`src/rtl/lcd_ctrl.sv`:
```
// lcd_ctrl: HD44780 write sequencer (setup/pulse/hold/busy-wait); LCD_CTRL_INIT_SEQ_EN adds power-up delay and init bytes
module lcd_ctrl #(
  parameter int T_SETUP    = 2,
  parameter int T_EN_HIGH  = 12,
  parameter int T_HOLD     = 2,
  parameter int T_CMD_WAIT = 2000,
  parameter int T_CLR_WAIT = 80000,
  parameter int T_PWRUP    = 750000
) (
  input  logic       i_clk,
  input  logic       i_rst,
  input  logic       i_valid,
  input  logic       i_rs,
  input  logic [7:0] i_data,
  output logic       o_ready,
  output logic       o_init_done,
  output logic       o_lcd_on,
  output logic       o_lcd_rs,
  output logic       o_lcd_rw,
  output logic       o_lcd_en,
  output logic [7:0] o_lcd_data
);
  function automatic int at_least_one(input int v);
    return v < 1 ? 1 : v;
  endfunction
  function automatic int max2(input int a, input int b);
    return a > b ? a : b;
  endfunction
  localparam int MAXP = max2(max2(max2(T_SETUP, T_EN_HIGH), max2(T_HOLD, T_CMD_WAIT)), max2(T_CLR_WAIT, T_PWRUP));
  localparam int CW = $clog2(at_least_one(MAXP)) + 1;
  localparam logic [CW-1:0] L_SETUP = CW'(at_least_one(T_SETUP) - 1);
  localparam logic [CW-1:0] L_EN    = CW'(at_least_one(T_EN_HIGH) - 1);
  localparam logic [CW-1:0] L_HOLD  = CW'(at_least_one(T_HOLD) - 1);
  localparam logic [CW-1:0] L_CMD   = CW'(at_least_one(T_CMD_WAIT) - 1);
  localparam logic [CW-1:0] L_CLR   = CW'(at_least_one(T_CLR_WAIT) - 1);
  typedef enum logic [2:0] {PWRUP, INIT, IDLE, SETUP, PULSE, HOLD, WAIT} state_t;
`ifdef LCD_CTRL_INIT_SEQ_EN
  localparam logic [CW-1:0] L_PWRUP = CW'(at_least_one(T_PWRUP) - 1);
  localparam state_t RST_STATE = PWRUP;
  logic [1:0] idx, idx_n;
  logic [7:0] init_byte;
  assign init_byte = idx == 2'd0 ? 8'h38 : idx == 2'd1 ? 8'h0C : idx == 2'd2 ? 8'h01 : 8'h06;
`else
  localparam state_t RST_STATE = IDLE;
`endif
  state_t state, state_n;
  logic [CW-1:0] cnt, cnt_n;
  logic done, clr, rs_n, en_n, ready_n, init_done_n;
  logic [7:0] data_n;
  assign done = cnt == '0;
  assign clr = !o_lcd_rs && o_lcd_data[7:2] == 6'd0 && o_lcd_data[1:0] != 2'd0;
  assign o_lcd_rw = 1'b0;
  // Next state, counter reload and next pin values; every output is registered from these
  always_comb begin
    state_n = state;
    cnt_n = done ? '0 : cnt - CW'(1);
    rs_n = o_lcd_rs;
    data_n = o_lcd_data;
    en_n = 1'b0;
`ifdef LCD_CTRL_INIT_SEQ_EN
    init_done_n = o_init_done;
    idx_n = idx;
`else
    init_done_n = 1'b1;
`endif
    unique case (state)
`ifdef LCD_CTRL_INIT_SEQ_EN
      PWRUP: if (!o_lcd_on) cnt_n = L_PWRUP;
             else if (done) state_n = INIT;
      INIT: begin
        rs_n = 1'b0;
        data_n = init_byte;
        state_n = SETUP;
        cnt_n = L_SETUP;
      end
`endif
      IDLE: if (i_valid && o_ready) begin
        rs_n = i_rs;
        data_n = i_data;
        state_n = SETUP;
        cnt_n = L_SETUP;
      end
      SETUP: if (done) begin
        en_n = 1'b1;
        state_n = PULSE;
        cnt_n = L_EN;
      end
      PULSE: begin
        en_n = !done;
        if (done) begin
          state_n = HOLD;
          cnt_n = L_HOLD;
        end
      end
      HOLD: if (done) begin
        state_n = WAIT;
        cnt_n = clr ? L_CLR : L_CMD;
      end
      WAIT: if (done) begin
`ifdef LCD_CTRL_INIT_SEQ_EN
        if (o_init_done) state_n = IDLE;
        else if (idx == 2'd3) begin
          state_n = IDLE;
          init_done_n = 1'b1;
        end else begin
          state_n = INIT;
          idx_n = idx + 2'd1;
        end
`else
        state_n = IDLE;
`endif
      end
      default: state_n = RST_STATE;
    endcase
    ready_n = state_n == IDLE && init_done_n;
  end
  // State, counter and output registers; reset aborts any transfer in flight
  always_ff @(posedge i_clk or posedge i_rst)
    if (i_rst) begin
      state <= RST_STATE;
      cnt <= '0;
      o_lcd_rs <= 1'b0;
      o_lcd_data <= 8'h00;
      o_lcd_en <= 1'b0;
      o_ready <= 1'b0;
      o_init_done <= 1'b0;
      o_lcd_on <= 1'b0;
    end else begin
      state <= state_n;
      cnt <= cnt_n;
      o_lcd_rs <= rs_n;
      o_lcd_data <= data_n;
      o_lcd_en <= en_n;
      o_ready <= ready_n;
      o_init_done <= init_done_n;
      o_lcd_on <= 1'b1;
    end
`ifdef LCD_CTRL_INIT_SEQ_EN
  // Init byte index, advanced after each init byte's busy-wait
  always_ff @(posedge i_clk or posedge i_rst)
    if (i_rst) idx <= 2'd0;
    else idx <= idx_n;
`endif
endmodule

```
`config.mk`:
```
export PLATFORM = sky130hd
export DESIGN_NAME = lcd_ctrl
export DESIGN_NICKNAME = d
export VERILOG_FILES = /design/src/rtl/lcd_ctrl.sv
export SDC_FILE = /design/constraint.sdc
export NUM_CORES = 1
export LEC_CHECK = 0
export CORE_MARGIN = 5
export CORE_UTILIZATION = 56
export CTS_BUF_LIST = sky130_fd_sc_hd__clkbuf_8
export DETAILED_ROUTE_END_ITERATION = 10
export PLACE_DENSITY = 0.82
export RECOVER_POWER = 25
export SLEW_MARGIN = 20
export SYNTH_ARGS = -nofsm -noshare
export SYNTH_HDL_FRONTEND = slang
export SYNTH_SLANG_ARGS = --single-unit
```
`constraint.sdc`:
```
create_clock -name i_clk -period 2.5 [get_ports i_clk]
set_clock_uncertainty 0.1 [all_clocks]
set_input_delay 0.5 -clock i_clk [delete_from_list [all_inputs] [get_ports i_clk]]
set_output_delay 0.5 -clock i_clk [all_outputs]
set_load 0.02 [all_outputs]
```
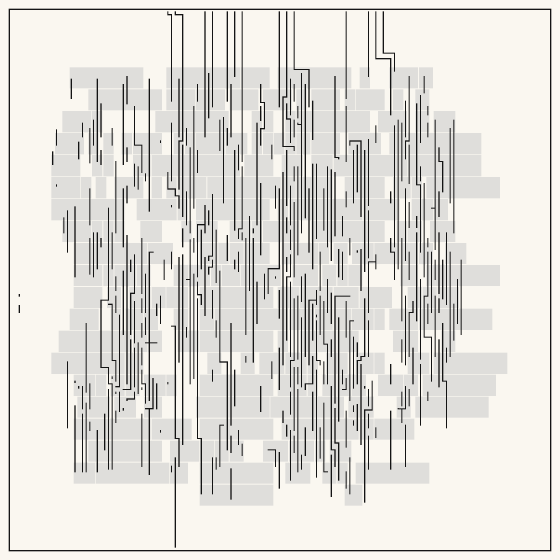
Figure 1: run 1, the metal 2 layer.
Cells faint in the background.
nets with wire on the layer: 198
wire length on this layer: 2,060 um
share of all routed wire: 51%

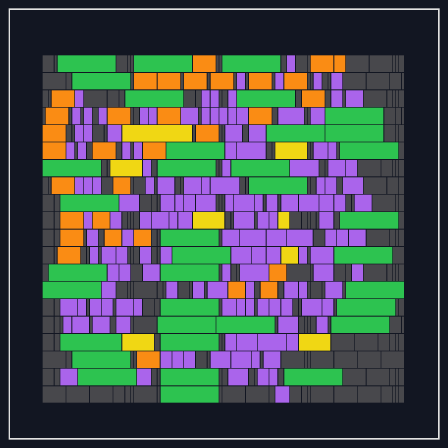
Figure 2: run 1, placed cells, one colour a class.
Fill, decap, tap and diode cells in grey.
[clock drivers and dummy loads] yellow | cells: 8 | share of their area: 5.1%
[sequential cells] green | cells: 36 | share of their area: 41%
[remaining buffers and delay cells] orange | cells: 32 | share of their area: 14%
[combinational and other logic] purple | cells: 148 | share of their area: 40%
Core ar.: 3078 sq um
Row Count: 20
Seq/total area: 40.35%
final instance area: 2236 sq um

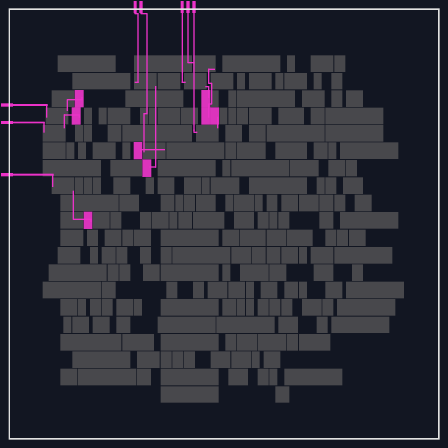
Figure 3: run 1, port wiring.
[i_data] magenta | bits: 8 | direction: input | edge: 5 top, 3 left | end cells: 8 | buffers: 8 | wire: 144 um
I/O pin count: 26
IO buf count: 24

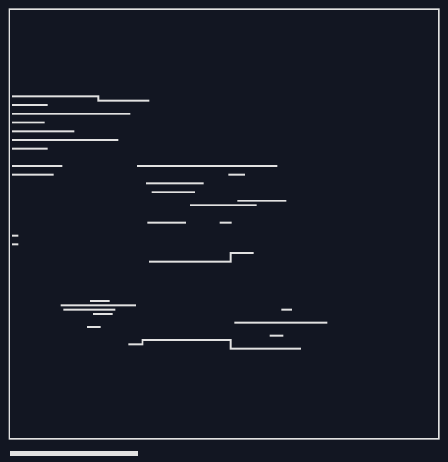
Figure 4: run 1, met3 routing.
The bar under the picture is 20 um long.
wire length on this layer: 251 um
share of all routed wire: 6.2%

-- run 1: final timing paths --
kind	from	endpoint	slack (ps)	cells after the start
min	o_lcd_data[6]	o_lcd_data[6]	410	2
max reg2reg	cnt[2]	cnt[19]	220	4
min in group asynchronous	i_rst	o_lcd_data[4]	810	3
max	cnt[2]	cnt[19]	220	4
min reg2reg	o_lcd_data[6]	o_lcd_data[6]	410	2
max in group asynchronous	i_rst	o_lcd_rs	930	3
-- run 1: cells by family (layout without fill, tap and decap cells) --
logic type | Yosys count | in the layout | share of synthesized area (%)
AND/OR/NAND/NOR | 86 | 86 | 25.90
flip-flops | 36 | 36 | 49.79
XOR/XNOR | 13 | 13 | 6.285
AND-OR/OR-AND | 40 | 40 | 12.98
adder cells (fa/ha/maj) | 2 | 2 | 1.381
buffers and inverters | 13 | 45 | 3.246
other | 2 | 2 | 0.4145
-- run 1: Yosys cell counts, types with 2 or more instances --
cell,number
a211oi_1,2
a21oi_1,9
buf_2,2
buf_4,2
clkbuf_1,4
conb_1,2
dfrtp_1,35
ha_1,2
inv_1,5
nand2_1,34
nand2b_1,3
nand3_1,2
nand4_1,3
nor2_1,9
nor3_1,9
nor3b_1,2
nor4_1,3
nor4_2,2
o211ai_1,2
o21ai_0,16
o31ai_1,4
or3_1,4
or4_1,6
xnor2_1,8
xor2_1,5
-- run 1: metal layers --
metal	vias to the layer above	share of wire, %	GRT usage [%]
met4	0	1.1	6.835
met5	-	0	0
li1	743	-	-
met2	46	51	34.53
met3	5	6.2	7.926
met1	751	42	24.33
-- run 1: power breakdown --
part	total, mW	switching (mW)	internal, mW
logic	1.13	0.602	0.527
registers	1.05	0.239	0.806
clock network	0.505	0.210	0.295
total	2.68	1.05	1.63
-- run 1: cell type report --
cell class                 count  area share (%)
timing repair buffer          32           13.32
clock inverter                 3           1.903
multi-input combinational    143           38.05
tap                           44           2.462
inverter                       5          0.8394
clock buffer                   5           3.078
sequential                    36           40.35
-- run 1: critical path, delay by kind of cell (launching register included) --
kind	cells	cell delay (ps)
AOI/OAI and AO/OA	1	160
and+or+nand+nor	3	1520
DFF	1	430
-- run 1: registers in the layout, indices dropped and copies added, names as in the netlist --
signal / cells
o_lcd_on: 1
o_lcd_rs: 1
state: 3
o_lcd_data: 8
o_lcd_en: 1
o_ready: 1
cnt: 21
-- run 1: cell usage in the layout (no fill, tap or decap), types with 6 or more instances in the layout --
| master | count |
|---|---|
| buf_4 | 7 |
| nor3_1 | 9 |
| xnor2_1 | 8 |
| a21oi_1 | 9 |
| nand2_1 | 34 |
| clkdlybuf4s50_1 | 23 |
| or4_1 | 6 |
| o21ai_0 | 16 |
| dfrtp_1 | 35 |
| nor2_1 | 9 |
==> results.tsv, run 1 <==
metric	value	unit
cells in synth_stat.txt	192	
DRT Pass-1 Iters	4	
die width	66.88	um
clk sink count	36	
Commonest flop	dfrtp_1	
Num CTS Buffers	5	
Top cell area share	48.34	%
vias in the first global route	1585	
Max Buffers Root-to-Sink	2	
Core Util, Final	72.64	%
critical path peak fanout	6	
Worst Path Arrival	2400	ps
syn avg cell area	9.436	sq um
die area	4473	sq um
Setup WS pre-CTS	259.3	ps
Die Y	66.88	um
worst min path class	reg2reg	
DRT iter0 DRCs	90	
total wire length	4.036	mm
placed cell count	260	
setup tns final	0	ps
H-tree Lvls	2	
Cell Count, Final, Fillers Out	268	
yosys synthesis chip area	1812	sq um
Cell Pwr Density	1198	nW/um^2
Clock Latency Late Sink	290	ps
Area Overhead vs Synth	23.41	%
Setup crit start kind	register	
register share after synthesis	49.79	%
fin crit share	91.03	%
Worst Setup Path Type	reg2reg	
Antenna Nets Post-Route	0	
DP Area	2127	sq um
Yosys top cell by area	dfrtp_1	
Data required, critical path	2620	ps
GRT Overall Usage	20.70	%
worst hold margin	410.5	ps
Tool Warnings	27	
CTS tree	built	
Final setup viols	0	
via/cell ratio	5.765	
EDFF count, synth	0	
Cell variety after synth	42	
Post-CTS Resized	0	
CP max stage delay	640	ps
Final WS setup	224.4	ps
GPL Wtd Cong	0.7933	
post-CTS setup buffer count	0	
Worst-Margin Slew	885.2	ps
crit path time final	2276	ps
antenna cell count	0	
Reg area	902.1	sq um
area of the mapped netlist	1812	sq um
cells along the critical path	or4_1, or3_4, or4b_1, a21oi_1	
Lkg Pwr	0.9564	nW
GRT overflow	0	
synth warn	0	
fmax	0.4394	GHz
post-DR wirelength/cell	15.06	um
hpwl dp	2.968	mm
CTS root buf	clkbuf_8	
RSZ-0062 raised after global routing	false	
outcome	finished clean	
Top cells by area	dfrtp_1 (48%), nand2_1 (7.0%), o21ai_0 (4.4%)	
CP max stage cell	or4_1	
Fin. Hold Viols	0	
hold bufs inserted after CTS	0	
Final Power	2.680	mW
#FFs+latches synth	36	
Core Util at FP	58.86	%
Max-Slew Margin vs Limit	40.99	%
DR vias	1545	
max_cap viols	0	
first-pass GRT wire length	7.038	mm
Async S/R FF share, synth	100.0	%
largest net degree at the start of global routing	37	
maximum VDD drop	701.4	uV
--- run 2 (diff from run 1) ---
PLACE_DENSITY = not set   (was 0.82)
PLACE_DENSITY_LB_ADDON = 0.08   (was not set)
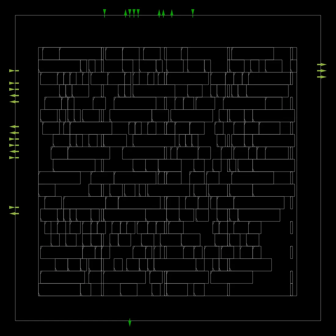
Figure 5: run 2, placed standard cells.
Filler cells: 250
Cell Count, Final, Fillers Out: 270
Seq/total area: 40.17%
Core Util, Final: 72.97%

==> run 2 against run 1 <==
- global-route usage up 0.49 points
- non-clock buffer count up 2
- sequential power about the same
- sequential share of layout area down 0.18 points
- die size unchanged
- sequential cell count unchanged
- clock power down 2%
- combinational power about the same
- worst hold slack worse by 2.5 ps
- critical path depth unchanged
- register-to-register slack worse by 20 ps
==> results.tsv, run 2 <==
metric	value	unit	change
die width	66.88	um	unchanged
vias in the first global route	1565		-1.3%
Data required, critical path	2600	ps	-20 ps
Cell variety after synth	42		unchanged
H-tree Lvls	2		unchanged
cells in synth_stat.txt	192		unchanged
initial antenna violation count	0		
die area	4473	sq um	unchanged
EDFF count, synth	0		unchanged
Largest regs	cnt (21), o_lcd_data (8), state (3)		
Clock Latency Late Sink	290	ps	about the same
clk sink count	36		unchanged
#FFs+latches synth	36		unchanged
post-DR wirelength/cell	15.25	um	+1.3%
Core ar.	3078	sq um	unchanged
via/cell ratio	5.756		-0.16%
met1 usage	25.48	%	+1.2 points
first-pass GRT wire length	7.162	mm	+1.8%
Worst Setup Path Type	reg2reg		
Area Overhead vs Synth	23.96	%	
Biggest register	cnt		
max_cap viols	0		unchanged
Async S/R FF share, synth	100.0	%	unchanged
total wire length	4.118	mm	+2.0%
GRT overflow	0		unchanged
most common cell in the netlist	dfrtp_1		
Setup crit start kind	register		
Clk pin slew, worst setup/hold paths	80	ps	
Antenna Nets Post-Route	0		unchanged
CP Buf/Inv Count	0		unchanged
layout cells sized above 1	10.62	%	
Syn Inst Count	192		
cells along the critical path	or4_1, or3_4, or4b_1, a21oi_1		
Worst Path Arrival	2400	ps	about the same
number of flip-flops in the largest register	21		unchanged
hold bufs inserted after CTS	0		unchanged
Top cells by area	dfrtp_1 (48%), nand2_1 (7.0%), o21ai_0 (4.4%)		
Num CTS Buffers	5		unchanged
delay-heaviest family, CP	simple AND/OR/NAND/NOR gates		
DRC viols	0		
Slew Limit Fails	0		
Row Count	20		unchanged
most common logic cells in the final layout	dfrtp_1 (35), nand2_1 (34), clkdlybuf4s50_1 (23)		
Core Util at FP	58.86	%	unchanged
Top cell area share	48.34	%	unchanged
register share after synthesis	49.79	%	unchanged
GRT busiest layer	met2		
CTS tree	built		
setup tns final	0	ps	unchanged
DRT iter0 DRCs	83		-7.8%
area of the mapped netlist	1812	sq um	unchanged
largest net degree at the start of global routing	18		-51%
critical path peak fanout	6		unchanged
Lkg Pwr	0.9676	nW	+1.2%
syn avg cell area	9.436	sq um	unchanged
GRT Overall Usage	21.19	%	+0.49 points
Max-Slew Margin vs Limit	41.52	%	+0.54 points
Setup WS pre-CTS	238.6	ps	-20.66 ps
crit path time final	2295	ps	+19.24 ps
Commonest cells post-synth	dfrtp_1 (35), nand2_1 (34), o21ai_0 (16)		
Syn Nets	206		
fin crit share	91.79	%	+0.77 points
Cell Pwr Density	1185	nW/um^2	-1.1%
met2 usage	37.75	%	+3.2 points
IO buf count	24		unchanged
DP Area	2155	sq um	+1.3%
RSZ-0062 raised after global routing	false		
DRT Pass-1 Iters	5		+1
synth warn	0		unchanged
I/O pin count	26		unchanged
Tool Warnings	27		unchanged
Die Y	66.88	um	unchanged
Yosys top cell by area	dfrtp_1		
Final setup viols	0		unchanged
CP max stage cell	or4_1		
Final Power	2.662	mW	-0.66%
antenna cell count	0		unchanged
CP max stage delay	640	ps	about the same
met3 Track Usage GR	5.396	%	-2.5 points
Post-CTS Resized	0		unchanged
fmax	0.4358	GHz	-0.84%
yosys synthesis chip area	1812	sq um	unchanged
Final WS setup	205.1	ps	-19.24 ps
GPL Wtd Cong	0.8517		+7.4%
outcome	finished clean		
Fin. Hold Viols	0		unchanged
Worst-Margin Slew	877.2	ps	-8.032 ps
DR vias	1554		+0.58%
Commonest flop	dfrtp_1		
Setup crit end kind	register		
worst min path class	reg2reg		
final instance area	2246	sq um	+0.45%
layout net count	239		
CTS root buf	clkbuf_8		
Top cell excl fill/tap	dfrtp_1		
Max Buffers Root-to-Sink	2		unchanged
post-CTS setup buffer count	0		unchanged
maximum VDD drop	604.2	uV	-14%
hpwl dp	3.024	mm	+1.9%
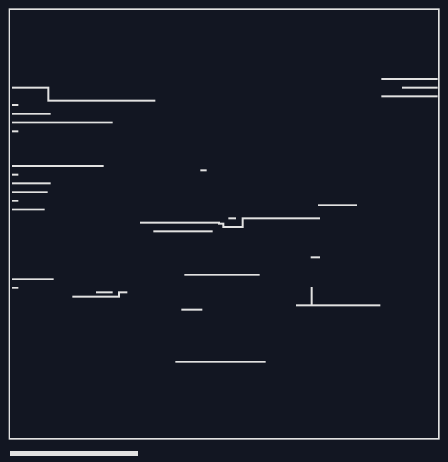
Figure 6: run 2, met3 routing.
The bar under the picture is 20 um long.
wire length on this layer: 210 um
nets with wire on the layer: 24

run 2: layout make-up:
class	instances	area, sq um
multi-input combinational	143	850.8
tap	44	55.05
fill	250	832.0
timing repair buffer	34	311.5
sequential	36	902.1
clock buffer	5	68.82
inverter	5	18.77
clock inverter	3	38.79
run 2: power breakdown:
group	internal (mW)	total (mW)	switching (mW)
Clock	0.292	0.493	0.201
Sequential	0.806	1.05	0.240
Combinational	0.530	1.12	0.593
Total	1.63	2.66	1.03
run 2: logic make-up (layout without fill, tap and decap cells):
logic type / Yosys count / after routing / share of synthesized area, %
compound gates: 40 / 40 / 12.98
xor+xnor: 13 / 13 / 6.285
fa+ha+maj: 2 / 2 / 1.381
buf+inv: 13 / 47 / 3.246
flops: 36 / 36 / 49.79
other cells: 2 / 2 / 0.4145
simple gates: 86 / 86 / 25.90
run 2: final timing paths:
kind                                from        to  slack, ps  cells past startpoint
worst min register to register  o_lcd_rs  o_lcd_rs        410                      2
worst max-delay path              cnt[2]   cnt[19]        210                      4
worst min-delay path            o_lcd_rs  o_lcd_rs        410                      2
min in group asynchronous          i_rst   o_ready        610                      2
max in group asynchronous          i_rst   cnt[15]        490                      3
worst max register to register    cnt[2]   cnt[19]        210                      4
run 2: routing by layer:
metal	share of wire, %	vias up	wire [um]
li1	-	751	-
met1	42	758	1750
met2	51	38	2108
met3	5.1	7	209
met4	1.2	0	50
met5	0	-	0
run 2: tightest hold or removal path: cells and delay by family, from the launching register on:
kind	cells	cell delay, ps
flip-flops	1	360
AND/OR/NAND/NOR	2	110
run 2: stage by stage:
step	hold slack [ps]	std cells	utilization, %
after floorplan	391.3	192	-
final	408.0	270	72.97
after detailed placement	398.1	262	70.00
after global routing	449.4	270	72.97
after global placement	385.2	262	70.00
after CTS	415.9	270	73.50
No activity file was given, so power comes from the tool's default toggle rates.
